==> images/layers.png <==
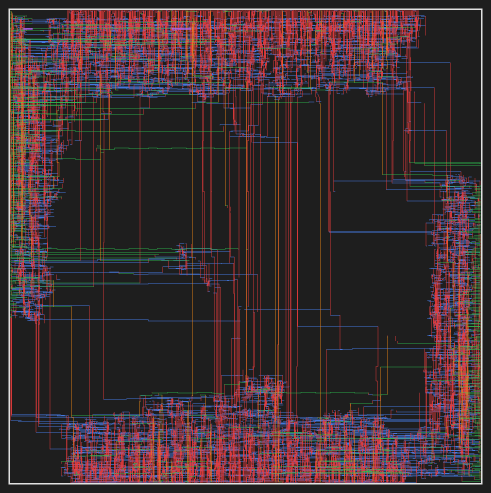
==> images/clock_wires.png <==
Scale bar: 100 um.
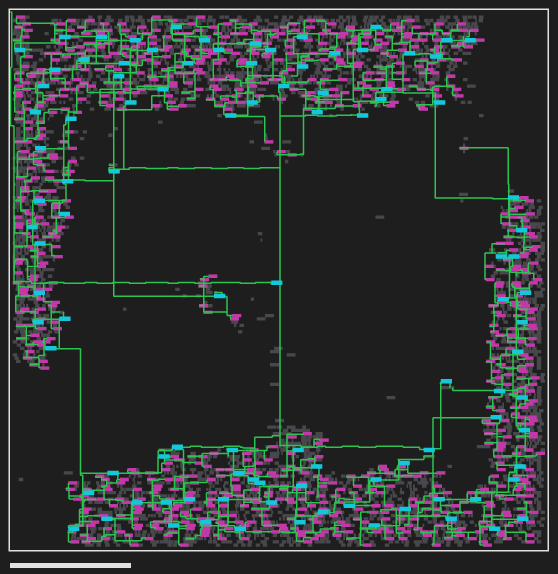
Design pool2_sched, sky130hd; sources not shown.
==> CHANGELOG.md <==
## Flow update

* Worst hold path class: in -> reg
* Max Fclk at 0.4579 GHz
* Initial antenna violation count at 8
* CP max FO at 2
* CP endpoint kind: primary output
* CTS sink cnt at 909
* Leak at 16.10 nW
* Reg clk slew, reported paths at 70 ps
* Critical path depth at 1
* Layout Cells excl Fill at 6985
* Slew @ Worst Pin at 644.7 ps
* Crit-path max cell delay at 900 ps
* # DRC at 0
* Horizontal die size at 446 um
* Crit path max-delay family: buffers and inverters
* Placer Congestion at 0.9095
* Largest net degree at the start of global routing at 114
* Mux share at 0.0006654
* Status: complete, no violations
* Hold_ws at 135.7 ps
* Pwr dens at 671.8 nW/um2
* Crit path max-delay cell type: clkdlybuf4s50_1
* Flops out of synthesis at 909
* Startpoint types: flip-flop
* Dpl ws at 173.4 ps
* Htree depth at 3
* Share of layout cells above drive strength 1 at 0.06761
* Syn Area/Cell at 9.040 um2
* Highest-count logic cell in the final layout: clkdlybuf4s50_1
* Synthesis area per yosys at 30090 um2
* Pre-Place Util at 0.1546
* Hold Vio Cnt, Final at 0
* Cell Area, Synth at 30090 um2
* Post-CTS setup buffer count at 0
* Buf/Inv on CP at 1
* Placed Cells at 6795
* Logic family by area: simple AND/OR/NAND/NOR gates
* Final worst-path cycle share at 0.9100
* Slew HR at 0.5692
* Global-route wire length before repair at 190.8 mm
* Worst-case reg-to-reg path depth at 9
* Initial DRC Count at 1937
* Final Cell Area at 48010 um2
* Num rows at 162
* Yosys cell types at 35
* RSZ-0062 raised after global routing: no
* Total CTS buffers at 101
* Die area at 199800 um2
* CORE AREA at 194600 um2
* Xor+xnor area frac at 0
* Vias in the first global route at 26.10k
* Port bufs at 1128
* Setup violators final at 0
* Final WS setup at 215.9 ps
* Largest register FFs at 896
* Tool warnings at 36
* Area Growth Syn to Fin at 59.58%
* Placed cell areas at 44590 um2
* Total power at 32.25 mW
* Setup TNS at 0 ps
* Gate Count Post-Synth at 3328
* Pre-antenna DRT Iters at 6
* Critical Path RT at 2160 ps
* Layout Utilization at 0.2467
## Picture notes: layers.png
legend:
  M2:
    colour: red
    wire_length: 69.1 mm
  M1:
    colour: blue
    wire_length: 53.4 mm
  M4:
    colour: orange
    wire_length: 6130 um
  M3:
    colour: green
    wire_length: 11300 um
  M5:
    colour: purple
    wire_length: 23.9 um
via count: 28.71k
drt wl/cell: 20.04 um
GRT Total Usage: 0.1311
final WL: 140.0 mm

## Picture notes: clock_wires.png
legend:
  flip-flops:
    colour: magenta
    count: 909
  clock-net drivers:
    colour: cyan
    count: 101
  clock wires:
    colour: green
    length: 13100 um
routed clock nets: 102
Clk. pwr: 15.9 mW
clk_lat worst skew: 740 ps
Clock Power Share: 0.492
clk_skew: 49.19 ps

Yosys cell counts, drive strengths merged:
cell	number	area share
a21o	2	0.00050
nand3b	1	0.00025
a2bb2oi	1	0.00029
clkinv	1	0.00012
and2b	1	0.00025
o32ai	2	0.00058
inv	9	0.0011
a41oi	1	0.00029
nor2b	2	0.00042
a21oi	6	0.0010
or3	1	0.00021
nand2	236	0.029
ha	10	0.0042
buf	190	0.034
nor3	1	0.00054
nand4b	1	0.00029
o21a	1	0.00025
clkbuf	133	0.017
o21ai	898	0.15
dfxtp	909	0.60
a32o	1	0.00033
nand3	903	0.15
a311oi	1	0.00029
a31oi	2	0.00042
mux2i	2	0.00067
nor2	5	0.00062
nand4	5	0.0025
and2	2	0.00042
a221oi	1	0.00029
timing repair:
item	4_1_cts	5_1_grt
endpoints found under the hold margin	8	0
setup endpoints to repair	1	0
gates resized	1	0
hold buffers	1	0
report_power, final:
group / switching [mW] / total (mW) / internal, mW
combinational: 0.822 / 1.28 / 0.463
sequential: 0.00461 / 15.1 / 15.1
clock: 6.70 / 15.9 / 9.18
total: 7.52 / 32.3 / 24.7
cell families after synthesis:
logic type               count (synthesis)
AND-OR/OR-AND                          916
adder cells (fa/ha/maj)                 10
buffers and inverters                  333
flip-flops                             909
multiplexers                             2
AND/OR/NAND/NOR                       1158
cell type report:
type	count	area [um2]
antenna	6	15.01
clock buffer	150	3024
clock inverter	33	374.1
fill	20917	146600
inverter	10	37.54
multi-input combinational	2086	10350
sequential	909	18200
tap	2542	3181
timing repair buffer	1249	12830
layer usage:
metal,wire length (um),vias to the layer above,track usage,share of wire
met5,23,-,0,0.00016
met4,6134,4,0.05940,0.044
met3,11300,208,0.04019,0.081
met2,69070,1042,0.2251,0.49
met1,53440,13591,0.1487,0.38
li1,-,13866,-,-
Power and IR drop assume default switching activity.
